Figure 1. Selected gate families (run 1).
Scale bar: 20 um.
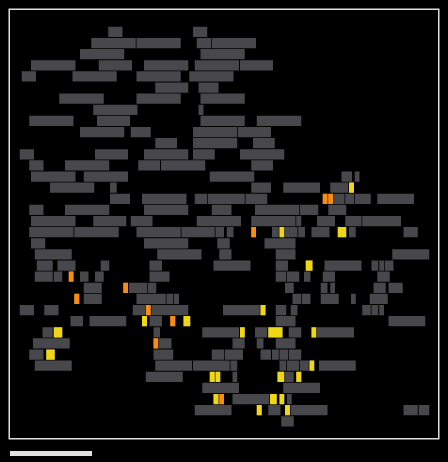
Figure 2. Placed standard cells (run 1).
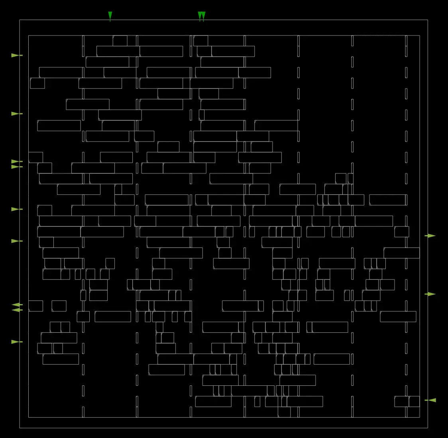
Figure 3. Metal layers overlaid (run 1).
Scale bar: 20 um.
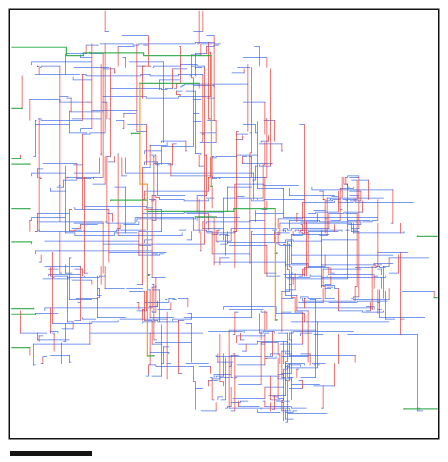
## src/rtl/uart_tx_fifo.sv

```systemverilog
// uart_tx_fifo: buffered 8N1 UART transmitter.
// Bytes arrive on the rising edge of start_UART and are queued in a small
// FIFO. Each byte is sent on tx as a start bit, eight data bits (LSB first)
// and a stop bit, with CLKS_PER_BIT clocks per bit. When the stop bit of one
// frame ends and another byte is waiting, the next start bit begins at once.
//
// Ports:
//   clk           system clock, rising edge
//   rst_n         asynchronous active-low reset
//   start_UART    send strobe (level); each rising edge requests one push
//   data_in_UART  byte to queue, sampled on the cycle the edge is seen
//   tx            serial output, idles high (registered)
//   busy          FIFO non-empty or a frame in progress
//   fifo_full     FIFO holds FIFO_DEPTH entries
//   overflow      sticky: a request was dropped because the FIFO was full
module uart_tx_fifo #(
  parameter int CLKS_PER_BIT = 868,
  parameter int FIFO_DEPTH   = 4
) (
  input  logic       clk,
  input  logic       rst_n,
  input  logic       start_UART,
  input  logic [7:0] data_in_UART,
  output logic       tx,
  output logic       busy,
  output logic       fifo_full,
  output logic       overflow
);

  localparam int PTR_W  = $clog2(FIFO_DEPTH);
  localparam int CNT_W  = PTR_W + 1;
  localparam int BAUD_W = $clog2(CLKS_PER_BIT);
  localparam logic [CNT_W-1:0]  DEPTH_C   = CNT_W'(FIFO_DEPTH);
  localparam logic [BAUD_W-1:0] BAUD_LAST = BAUD_W'(CLKS_PER_BIT - 1);

  typedef enum logic [1:0] {IDLE, START, DATA, STOP} state_t;

  state_t            state;
  logic              start_q;
  logic [7:0]        mem [FIFO_DEPTH];
  logic [PTR_W-1:0]  wr_ptr;
  logic [PTR_W-1:0]  rd_ptr;
  logic [CNT_W-1:0]  count;
  logic [BAUD_W-1:0] baud_cnt;
  logic [2:0]        bit_idx;
  logic [7:0]        shift;

  logic push_req;
  logic push_ok;
  logic baud_done;
  logic pop;

  assign push_req  = start_UART && !start_q;
  // Fullness is judged on the count before any same-cycle pop, so a request
  // landing on the pop edge of a full FIFO is still dropped.
  assign push_ok   = push_req && (count != DEPTH_C);
  assign baud_done = (baud_cnt == BAUD_LAST);
  // A byte leaves the FIFO when a start bit is launched: from IDLE, or
  // straight out of the final stop-bit cycle for gapless frames.
  assign pop       = (count != '0) &&
                     ((state == IDLE) || ((state == STOP) && baud_done));

  assign busy      = (state != IDLE) || (count != '0);
  assign fifo_full = (count == DEPTH_C);

  // Control: edge detect, FIFO bookkeeping, frame FSM and serial output
  always_ff @(posedge clk or negedge rst_n) begin
    if (!rst_n) begin
      start_q  <= 1'b0;
      wr_ptr   <= '0;
      rd_ptr   <= '0;
      count    <= '0;
      overflow <= 1'b0;
      state    <= IDLE;
      baud_cnt <= '0;
      bit_idx  <= '0;
      tx       <= 1'b1;
    end else begin
      start_q <= start_UART;

      if (push_ok)                 wr_ptr   <= wr_ptr + 1'b1;
      if (push_req && !push_ok)    overflow <= 1'b1;
      if (pop)                     rd_ptr   <= rd_ptr + 1'b1;

      case ({push_ok, pop})
        2'b10:   count <= count + 1'b1;
        2'b01:   count <= count - 1'b1;
        default: count <= count;
      endcase

      case (state)
        IDLE: begin
          baud_cnt <= '0;
          tx       <= 1'b1;
          if (pop) begin
            state <= START;
            tx    <= 1'b0;
          end
        end
        START: begin
          if (baud_done) begin
            baud_cnt <= '0;
            bit_idx  <= '0;
            state    <= DATA;
            tx       <= shift[0];
          end else begin
            baud_cnt <= baud_cnt + 1'b1;
          end
        end
        DATA: begin
          if (baud_done) begin
            baud_cnt <= '0;
            if (bit_idx == 3'd7) begin
              state <= STOP;
              tx    <= 1'b1;
            end else begin
              bit_idx <= bit_idx + 3'd1;
              // shift is moving right this same edge, so shift[1] is the
              // next bit to present.
              tx      <= shift[1];
            end
          end else begin
            baud_cnt <= baud_cnt + 1'b1;
          end
        end
        STOP: begin
          if (baud_done) begin
            baud_cnt <= '0;
            if (pop) begin
              state <= START;
              tx    <= 1'b0;
            end else begin
              state <= IDLE;
              tx    <= 1'b1;
            end
          end else begin
            baud_cnt <= baud_cnt + 1'b1;
          end
        end
        default: begin
          state    <= IDLE;
          baud_cnt <= '0;
          tx       <= 1'b1;
        end
      endcase
    end
  end

  // Data: FIFO storage and transmit shift register
  always_ff @(posedge clk) begin
    if (push_ok) mem[wr_ptr] <= data_in_UART;
    if (pop)
      shift <= mem[rd_ptr];
    else if ((state == DATA) && baud_done)
      shift <= {1'b0, shift[7:1]};
  end

endmodule

```

## config.mk

```make
export PLATFORM = sky130hd
export DESIGN_NAME = uart_tx_fifo
export DESIGN_NICKNAME = d
export VERILOG_FILES = /design/src/rtl/uart_tx_fifo.sv
export SDC_FILE = /design/constraint.sdc
export NUM_CORES = 1
export LEC_CHECK = 0
export CAP_MARGIN = 20
export CORE_MARGIN = 2
export CORE_UTILIZATION = 29
export CTS_CLUSTER_SIZE = 20
export DETAILED_ROUTE_END_ITERATION = 8
export HOLD_SLACK_MARGIN = 0.02
export PLACE_DENSITY_LB_ADDON = 0.12
export SYNTH_ARGS = -nofsm -noshare
export SYNTH_HDL_FRONTEND = slang
export SYNTH_SLANG_ARGS = --single-unit
```

## constraint.sdc

```tcl
create_clock -name clk -period 4.3 [get_ports clk]
set_clock_uncertainty 0.2 [all_clocks]
set_input_delay 0.43 -clock clk [delete_from_list [all_inputs] [get_ports clk]]
set_output_delay 0.43 -clock clk [all_outputs]
set_load 0.03 [all_outputs]
```

==> results.json, run 1 <==
{
  "cp_max_fo": 10,
  "clk_pin_slew_worst_paths_ps": 80,
  "ir_drop_v": 0.000202,
  "edf_count": 40,
  "fp_nets": 223,
  "ys_cells": 198,
  "drt_wl_total_mm": 5.09,
  "ys_dominant_reg_cell": "edfxtp_1",
  "clock_latency_ps": 350,
  "vias": 1568,
  "combPwrFrac_pct": 32.7,
  "warnings": 33,
  "ys_seq_share_pct": 62.2,
  "pwr-share-clk_pct": 23.6,
  "r2r-end": "count[2]",
  "rr_startpoint": "baud_cnt[0]",
  "setup_viol": 0,
  "maxSlewViolCount": 0,
  "p_int_uw": 1470,
  "comb_area_sq_mm": 0.00105,
  "globalplace.congestion": 0.706,
  "dp_hpwl_mm": 3.33,
  "maxCapViolCount": 0,
  "cts_buffers": 9,
  "drtIter0Drc": 87,
  "num_antenna_cells": 0,
  "fin_crit_sh_pct": 65.1,
  "clk_path_buf_depth": 2,
  "grt_usage_pct": 10.4,
  "ys_area_sq_mm": 0.00294,
  "critPathLaunchType": "register",
  "cts_setup_buffers": 0,
  "synth_cells": 198,
  "final_cell_mix": "edfxtp_1, dfrtp_1, nor2_1, clkdlybuf4s50_1, ha_1",
  "firstDrtPassIters": 4,
  "reg2reg_depth": 10,
  "cts_hold_buf": 0,
  "yosysWarnings": 0,
  "grt_overflow": 0,
  "switching_share_pct": 33.2,
  "ff2ff_setup_slack_ps": 1500,
  "path_buffers": 1,
  "die_h_um": 105,
  "status": "finished, final reports clean",
  "core_sq_mm": 0.00982,
  "wire_per_inst_um": 14.2,
  "fp_util_pct": 29.9,
  "ant_nets": 0,
  "synth_area_sq_mm": 0.00294,
  "avgViaCountPerCell": 4.38,
  "cp_top_family": "adder cells",
  "cp_cell_sequence": "ha_1 > and4b_4 > a41o_4 > and2_4 > ha_1 > inv_1 > fa_1 > xor2_1 > nor2_1 > xor2_1",
  "cts_resized": 0,
  "setup_tns_ps": 0,
  "critPathMaxStageDelay_ps": 390,
  "tightest_slew_ps": 679,
  "cp.arrival_ps": 2860,
  "drive_above_1_share_pct": 18.7,
  "cts_tree": "done",
  "area_growth_pct": 16.4,
  "num_rows": 36,
  "p_sw_uw": 729,
  "die_w_um": 105,
  "required_ps": 4360
}
## Picture notes: Figure 1
- inv cells: orange (cells 10)
- nor cells: yellow (cells 22)
non-filler cells, final: 358
Top cell excl fill/tap: edfxtp_1

## Picture notes: Figure 2
# Taps: 133
Layout Utilization: 34.8%

## Picture notes: Figure 3
- M3: green (wire length 164 um)
- M4: orange (wire length 128 um)
- M1: blue (wire length 2520 um)
- M2: red (wire length 2280 um)

run 1: cells by family (layout without fill, tap and decap cells):
| kind of cell | after synthesis | in the layout | share of synthesized area (%) |
|---|---|---|---|
| buffers and inverters | 14 | 41 | 2.09 |
| muxes | 18 | 18 | 10.9 |
| xor gates and xnor gates | 14 | 14 | 4.17 |
| adders and majority gates | 14 | 14 | 6.22 |
| DFF | 65 | 65 | 62.2 |
| and+or+nand+nor | 56 | 56 | 10.0 |
| AOI/OAI and AO/OA | 17 | 17 | 4.43 |
run 1: cell usage after synthesis, types with 2 or more instances:
| library cell | n | area (sq um) |
|---|---|---|
| a21o_1 | 2 | 15.0 |
| a22o_1 | 3 | 26.3 |
| and2_1 | 4 | 25.0 |
| and3_1 | 4 | 25.0 |
| clkbuf_1 | 2 | 7.51 |
| dfrtp_1 | 24 | 601 |
| edfxtp_1 | 40 | 1200 |
| ha_1 | 13 | 163 |
| inv_1 | 10 | 37.5 |
| mux2_2 | 3 | 33.8 |
| mux2_4 | 7 | 105 |
| mux4_2 | 8 | 180 |
| nand2_1 | 9 | 33.8 |
| nand2b_1 | 2 | 12.5 |
| nand3_1 | 7 | 35.0 |
| nand4_1 | 3 | 18.8 |
| nor2_1 | 14 | 52.6 |
| nor2b_1 | 3 | 18.8 |
| nor3_1 | 4 | 20.0 |
| o21ai_0 | 6 | 30.0 |
| xnor2_1 | 7 | 61.3 |
| xor2_1 | 7 | 61.3 |
run 1: per-stage QoR:
step	util [%]	setup slack (ps)	area, sq um	instances	power [uW]
floorplan	-	1670	2940	198	1520
global route	34.8	1290	3420	358	2340
global placement	32.9	1550	3230	342	1710
detailed placement	32.9	1520	3230	342	1700
CTS	34.8	1470	3420	358	2230
finish	34.8	1500	3420	358	2200
run 1: per-layer routing:
layer  GRT usage (%)  part of all wire [%]  vias to the layer above
met2            15.0                    45                       22
met4            5.43                   2.5                        0
li1                -                     -                      763
met5               0                     0                        -
met3            3.06                   3.2                       11
met1            14.1                    49                      772
run 1: worst max path at each step:
stage                     start  endpoint  slack, ps  depth (start not counted)
floorplan           baud_cnt[0]  count[2]       1670                         11
global placement    baud_cnt[0]  count[2]       1550                         10
detailed placement  baud_cnt[0]  count[2]       1520                         10
CTS                 baud_cnt[0]  count[2]       1470                         10
global route        baud_cnt[0]  count[2]       1290                         10
finish              baud_cnt[0]  count[2]       1500                         10
run 1: cell type report:
class | count | share of cell area, %
clock buffers | 9 | 3.62
clock inverters | 7 | 2.01
inverters | 10 | 1.10
multi-input cells | 119 | 30.7
flip-flops and latches | 65 | 53.4
well taps | 133 | 4.86
repair buffers | 15 | 4.32
run 1: power by group through the flow:
stage / clock network (uW) / logic (uW) / registers [uW]
2_1_floorplan: 0 / 593 / 925
3_3_place_gp: 0 / 730 / 977
3_5_place_dp: 0 / 724 / 976
4_1_cts: 535 / 731 / 965
5_1_grt: 561 / 798 / 985
6_report: 519 / 719 / 958
run 1: state kept, by name, indices dropped and copies added (netlist names):
name      count
start_q       1
mem          32
tx            1
count         3
overflow      1
bit_idx       3
state         2
shift         8
baud_cnt     10
rd_ptr        2
wr_ptr        2
Figure 4. Cell classes on the final placement (run 1).
Scale bar: 20 um. Fill, decap, tap and diode cells in grey.
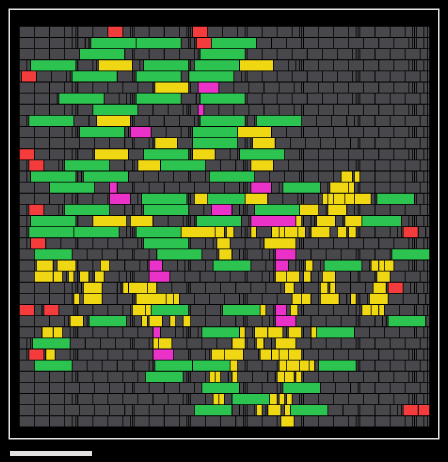

## Run 2: what changed since run 1
==> constraint.sdc (replaced) <==
create_clock -name clk -period 2.4 [get_ports clk]
set_clock_uncertainty 0.2 [all_clocks]
set_input_delay 0.24 -clock clk [delete_from_list [all_inputs] [get_ports clk]]
set_output_delay 0.24 -clock clk [all_outputs]
set_load 0.03 [all_outputs]
Figure 5. Cell classes on the final placement (run 2).
Scale bar: 20 um. Fill, decap, tap and diode cells in grey.
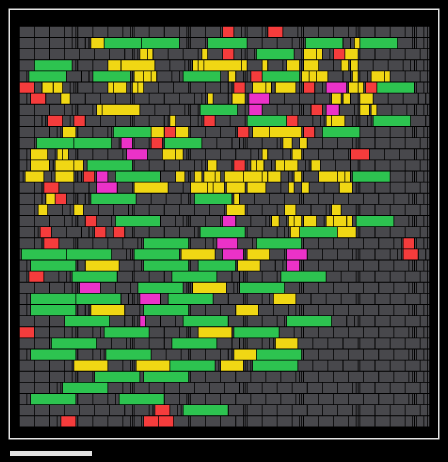
- remaining buffers and delay cells: red (cells 37)
- clock drivers and dummy loads: magenta (cells 16)
- registers: green (cells 65)
- remaining logic cells: yellow (cells 129)
# rows: 36
flop share of the area: 50.8%
final instance area: 0.00360 sq mm
core area: 0.00982 sq mm
Layout Utilization: 36.7%

Figure 6. Sequential cells grouped by signal name (run 2).
Scale bar: 20 um. Other sequential cells in the stronger grey, the rest of the logic in the fainter grey.
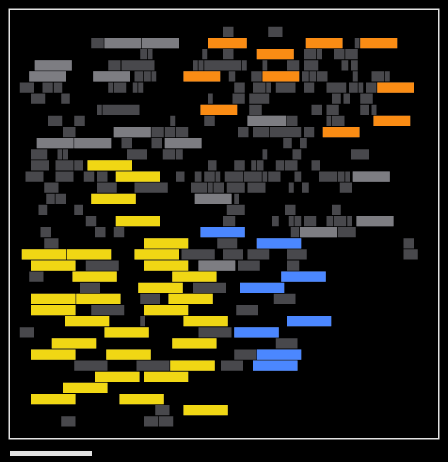
- shift: blue (flops 8)
- baud_cnt: orange (flops 10)
- mem: yellow (flops 32)
Reg area: 0.00183 sq mm
seq pwr: 1660 uW

Figure 7. Selected gate families (run 2).
Scale bar: 20 um.
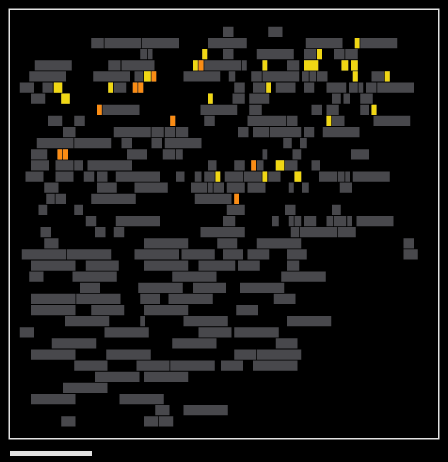
- inv cells: orange (cells 10)
- nor cells: yellow (cells 22)

==> run 2 against run 1 <==
Synthesized area unchanged. Fmax increased by 22%. Flip-flop count unchanged. Non-clock buffer count increased by 22. Die area unchanged. Worst hold slack got worse by 170 ps. Core utilization increased by 1.8 points. Total power increased by 84%. Cell area increased by 5.3%. Final cell count increased by 6.1%.
==> results.json, run 2 <==
{
  "status": "finished, final reports clean",
  "final_cell_mix": "edfxtp_1, dfrtp_1, buf_4",
  "ys_seq_share_pct": 62.2,
  "top_register": "mem",
  "largest_reg_flops": 32,
  "cts_buffers": 9,
  "synth_area_sq_mm": 0.00294,
  "fp_util_pct": 29.9,
  "firstDrtPassIters": 4,
  "yosysMostFrequentCell": "edfxtp_1",
  "total_power_uw": 4040,
  "num_antenna_cells": 0,
  "cts_hold_buf": 0,
  "top_regs": "mem x32, baud_cnt x10, shift x8",
  "avgViaCountPerCell": 4.33,
  "maxCapViolCount": 0,
  "min_period_ps": 2290,
  "finalHoldViolCount": 0,
  "ys_cells": 198,
  "synth.cells.most_frequent": "edfxtp_1, dfrtp_1, nor2_1, ha_1, inv_1",
  "cp.arrival_ps": 2360,
  "ir_drop_v": 0.000477,
  "area_growth_pct": 22.6,
  "remaining_drc_errors": 0,
  "dpl_cell_area_sq_mm": 0.00341,
  "drtIter0Drc": 71,
  "clk_path_buf_depth": 2,
  "synth_cells": 198,
  "layout_top_cell": "edfxtp_1",
  "vias": 1645,
  "warnings": 34,
  "synth_top_area_share_pct": 40.9,
  "place_inst": 362,
  "required_ps": 2470,
  "wire_per_inst_um": 13.9,
  "yosys.area.top_type": "edfxtp_1",
  "die_h_um": 105,
  "clk_pin_slew_worst_paths_ps": 80,
  "yosysWarnings": 0,
  "layout_setup_ws_ps": 114,
  "setup_viol": 0,
  "tightest_slew_ps": 435,
  "cp_max_fo": 3,
  "cts_tree": "done",
  "maxSlewViolCount": 0,
  "setup_tns_ps": 0,
  "globalplace.congestion": 0.663,
  "critPathLaunchType": "register",
  "ys_dominant_reg_cell": "edfxtp_1",
  "ys_area_sq_mm": 0.00294,
  "grt_overflow": 0,
  "die_w_um": 105,
  "comb_area_sq_mm": 0.00108,
  "finalNonFillerCells": 380,
  "drive_above_1_share_pct": 27.9,
  "dp_hpwl_mm": 3.68,
  "drt_wl_total_mm": 5.26,
  "ant_nets": 0,
  "pre_cts_ws_ps": 57.2,
  "fp_nets": 223,
  "cts.sink_count": 65,
  "edf_count": 40,
  "io_pins": 15,
  "fin_crit_sh_pct": 95.2,
  "clock_latency_ps": 340,
  "grt_max_degree": 26
}
run 2: cell counts after synthesis:
Identical to the previous run, type by type.
run 2: timing repair:
action | CTS | global route
gates resized | 0 | 3
setup buffers | 0 | 2
setup endpoints to repair | 0 | 2
run 2: final cells by class:
| cell class | count | share of cell area (%) |
|---|---|---|
| inverter | 10 | 1.04 |
| multi-input combinational | 119 | 29.9 |
| clock inverter | 7 | 1.49 |
| clock buffer | 9 | 3.44 |
| sequential | 65 | 50.8 |
| tap | 133 | 4.62 |
| timing repair buffer | 37 | 8.75 |
run 2: cells by family after synthesis:
kind of cell	after synthesis	synth area share, %
compound gates	17	4.43
xor+xnor	14	4.17
fa+ha+maj	14	6.22
buf+inv	14	2.09
flops	65	62.2
mux	18	10.9
simple gates	56	10.0
run 2: final timing paths:
path | slack (ps) | from | cells after the start | end
setup / recovery | 110 | baud_cnt[1] | 10 | count[2]
hold reg to reg | 270 | overflow | 1 | overflow
hold / removal | 80 | rst_n | 2 | bit_idx[2]
setup reg to reg | 110 | baud_cnt[1] | 10 | count[2]
min in group clk | 150 | start_UART | 1 | start_q
max in group asynchronous | 1610 | rst_n | 2 | tx
run 2: worst max-delay path: stages, from the launching register on:
cell	delay [ps]
dfrtp_1	400
ha_4	150
and4b_4	230
a41o_4	190
and2_4	150
ha_4	130
inv_2	30
fa_2	320
xor2_1	140
nor2_1	110
xor2_1	150
run 2: through the flow:
step,utilization [%],hold slack (ps)
global placement,34.7,268
global route,36.7,96.2
finish,36.7,75.3
floorplan,-,-256
detailed placement,34.7,257
CTS,36.5,71.9
run 2: report_power, final:
part	leakage, uW	internal, uW	total (uW)	switching, uW
logic	0.000653	808	1530	726
registers	0.000678	1500	1660	169
clock network	0.0000839	381	845	464
total	0.00141	2690	4040	1360
run 2: routing by layer:
metal / vias to the layer above / global-route usage (%) / wire [um]
li1: 814 / - / -
met1: 798 / 14.6 / 2630
met5: - / 0 / 0
met4: 0 / 5.14 / 104
met2: 26 / 15.3 / 2360
met3: 7 / 3.74 / 173
Figure 8. Placed standard cells (run 2).
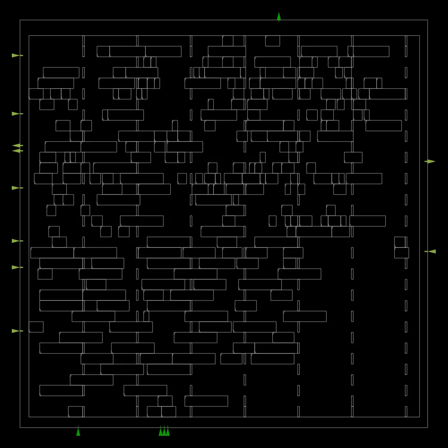

## Run 3: what changed since run 2
--- a/config.mk
+++ b/config.mk
@@ -12,6 +12,7 @@
 export DETAILED_ROUTE_END_ITERATION = 8
 export HOLD_SLACK_MARGIN = 0.02
 export PLACE_DENSITY_LB_ADDON = 0.12
+export RECOVER_POWER = 100
 export SYNTH_ARGS = -nofsm -noshare
 export SYNTH_HDL_FRONTEND = slang
 export SYNTH_SLANG_ARGS = --single-unit
Figure 9. Placed standard cells (run 3).
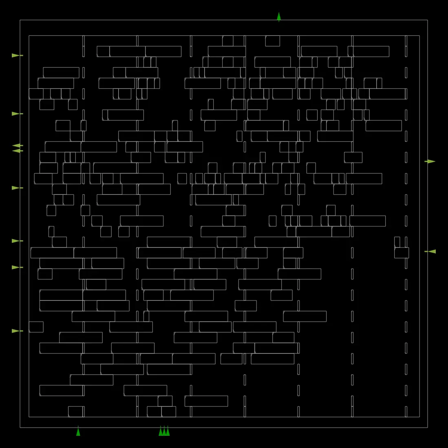
Layout Utilization: 36.5%
fillers: 1003
Flops: 65
flop share of the area: 51.0%

Figure 10. Sequential cells grouped by signal name (run 3).
Scale bar: 20 um. Other sequential cells in the stronger grey, the rest of the logic in the fainter grey.
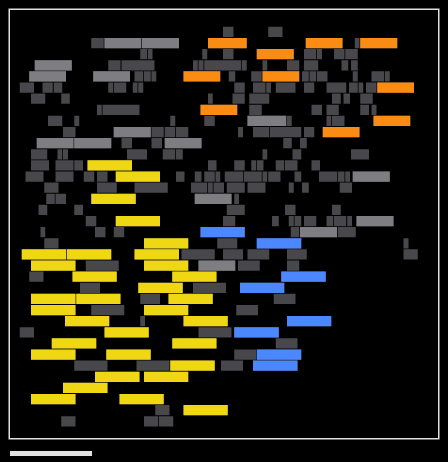
- baud_cnt: orange (flops 10)
- mem: yellow (flops 32)
- shift: blue (flops 8)

Figure 11. Metal layers overlaid (run 3).
Scale bar: 20 um.
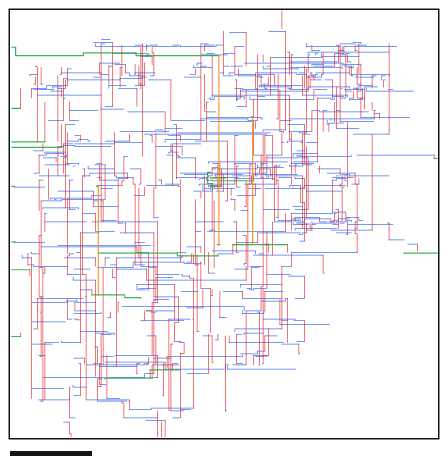
routed wire length per instance: 13.8 um
DR vias: 1644
GRT Total Usage: 10.8%
WL final: 5.25 mm

==> run 3 against run 2 <==
Final cell count stayed put. Synthesized cell count stayed put. Sequential share of layout area is 0.27 points higher. Count of clock-buffer cells in the layout stayed put.
==> results.json, run 3 <==
{
  "fin_crit_sh_pct": 95.2,
  "synth_cells": 198,
  "ys_area_sq_mm": 0.00294,
  "status": "finished, final reports clean",
  "largest_reg_flops": 32,
  "top_cells_by_area": "edfxtp_1, dfrtp_1, mux4_2",
  "setup_viol": 0,
  "hp-start": "start_UART",
  "yosys.area.top_type": "edfxtp_1",
  "core_sq_mm": 0.00982,
  "maxCapViolCount": 0,
  "hold_end": "start_q",
  "avgViaCountPerCell": 4.33,
  "clk_pin_slew_worst_paths_ps": 80,
  "ant_nets": 0,
  "drive_above_1_share_pct": 25.9,
  "async_flop_share_pct": 38.5,
  "synth_area_sq_mm": 0.00294,
  "die_h_um": 105,
  "remaining_drc_errors": 0,
  "cts_buffers": 9,
  "top_register": "mem",
  "clock_latency_ps": 340,
  "top_regs": "mem x32, baud_cnt x10, shift x8",
  "yosysMostFrequentCell": "edfxtp_1",
  "whs_path_depth": 1,
  "synth_top_area_share_pct": 40.9,
  "fp_util_pct": 29.9,
  "fp_nets": 223,
  "layout_top_cell": "edfxtp_1",
  "finalHoldViolCount": 0,
  "die_w_um": 105,
  "cp.arrival_ps": 2360,
  "warnings": 34,
  "cp_max_fo": 3,
  "min_period_ps": 2280,
  "ys_cells": 198,
  "ff2ff_setup_slack_ps": 120,
  "rr_startpoint": "baud_cnt[1]",
  "ys_dominant_reg_cell": "edfxtp_1",
  "place_inst": 362,
  "area_growth_pct": 22.0,
  "globalplace.congestion": 0.663,
  "io_pins": 15,
  "setup_tns_ps": 0,
  "final_cell_mix": "edfxtp_1, dfrtp_1, buf_4",
  "criticalPathCategory": "register to register",
  "synth.cells.most_frequent": "edfxtp_1, dfrtp_1, nor2_1, ha_1, inv_1",
  "cts.sink_count": 65,
  "grt_overflow": 0,
  "cts_tree": "done",
  "grt_max_degree": 26,
  "num_antenna_cells": 0,
  "maxSlewViolCount": 0,
  "rsz0062_at_grt": "false",
  "num_rows": 36,
  "edf_count": 40,
  "drtIter0Drc": 65,
  "dp_hpwl_mm": 3.68,
  "r2r-end": "count[2]",
  "reg2reg_depth": 10,
  "yosysWarnings": 0,
  "firstDrtPassIters": 4,
  "ir_drop_v": 0.000477,
  "ys_seq_share_pct": 62.2,
  "clk_path_buf_depth": 2,
  "required_ps": 2470,
  "finalNonFillerCells": 380,
  "max_slew_margin_pct": 0.737,
  "tightest_slew_ps": 1490
}
## run 3: cell count changes in the layout (fill, tap and decap cells not counted)
| cell | before | now |
|---|---|---|
| and2_0 | 1 | 2 |
| and2_1 | 4 | 3 |
| buf_4 | 23 | 18 |
| clkbuf_1 | 0 | 5 |
| clkdlybuf4s50_1 | 13 | 3 |
| dlygate4sd3_1 | 0 | 10 |
## run 3: routing by layer
metal  GRT usage, %  share of wire [%]  vias to the layer above
met5              0                  0                        -
met4           5.14                2.0                        0
met3           3.74                3.6                        7
met2           15.3                 45                       31
met1           14.6                 49                      791
li1               -                  -                      815
## run 3: worst max-delay path by stage
stage	start	endpoint	slack (ps)
floorplan	baud_cnt[0]	count[2]	-50
global placement	baud_cnt[0]	count[2]	110
detailed placement	baud_cnt[0]	count[2]	60
CTS	count[0]	busy	7
global route	baud_cnt[1]	count[2]	3
finish	baud_cnt[1]	count[2]	120
## run 3: worst max-delay path: stages (launching register included)
cell and delay [ps]:
dfrtp_1 400, ha_4 150, and4b_4 230, a41o_4 190, and2_4 150, ha_4 130, inv_2 30, fa_2 320
xor2_1 140, nor2_1 110, xor2_1 150
## run 3: area by class of cell
type                            instances  area (sq um)
Fill cell                            1003          6240
Sequential cell                        65          1830
Multi-Input combinational cell        119          1080
Timing Repair Buffer                   37           297
Tap cell                              133           166
Clock buffer                            9           124
Clock inverter                          7          53.8
Inverter                               10          37.5
## run 3: power by group
part	total, uW	switching [uW]	internal (uW)	leakage [uW]
logic	1520	727	793	0.000635
registers	1660	168	1500	0.000678
clock network	844	463	381	0.0000839
## run 3: cell families after synthesis
logic type | count (synthesis) | share of synthesized area, %
AND-OR/OR-AND | 17 | 4.43
buffers and inverters | 14 | 2.09
AND/OR/NAND/NOR | 56 | 10.0
multiplexers | 18 | 10.9
adder cells (fa/ha/maj) | 14 | 6.22
XOR/XNOR | 14 | 4.17
flip-flops | 65 | 62.2
## run 3: per-stage QoR
step                      worst slack, ps  instance area [sq um]  hold WS (ps)  power (uW)
after floorplan                     -48.8                   2970          -256        2760
after global placement                112                   3410           268        3240
after detailed placement             57.2                   3410           257        3230
after CTS                            7.34                   3580          71.9        4100
after global routing                 3.48                   3580           250        4340
final                                 115                   3580           268        4030
## run 3: timing repair
item                       in CTS  in global routing
buffers inserted                0                  2
setup endpoints to repair       0                  2
gates resized                   0                  3
hold buffers                    0                  0
Power and IR drop assume default switching activity.
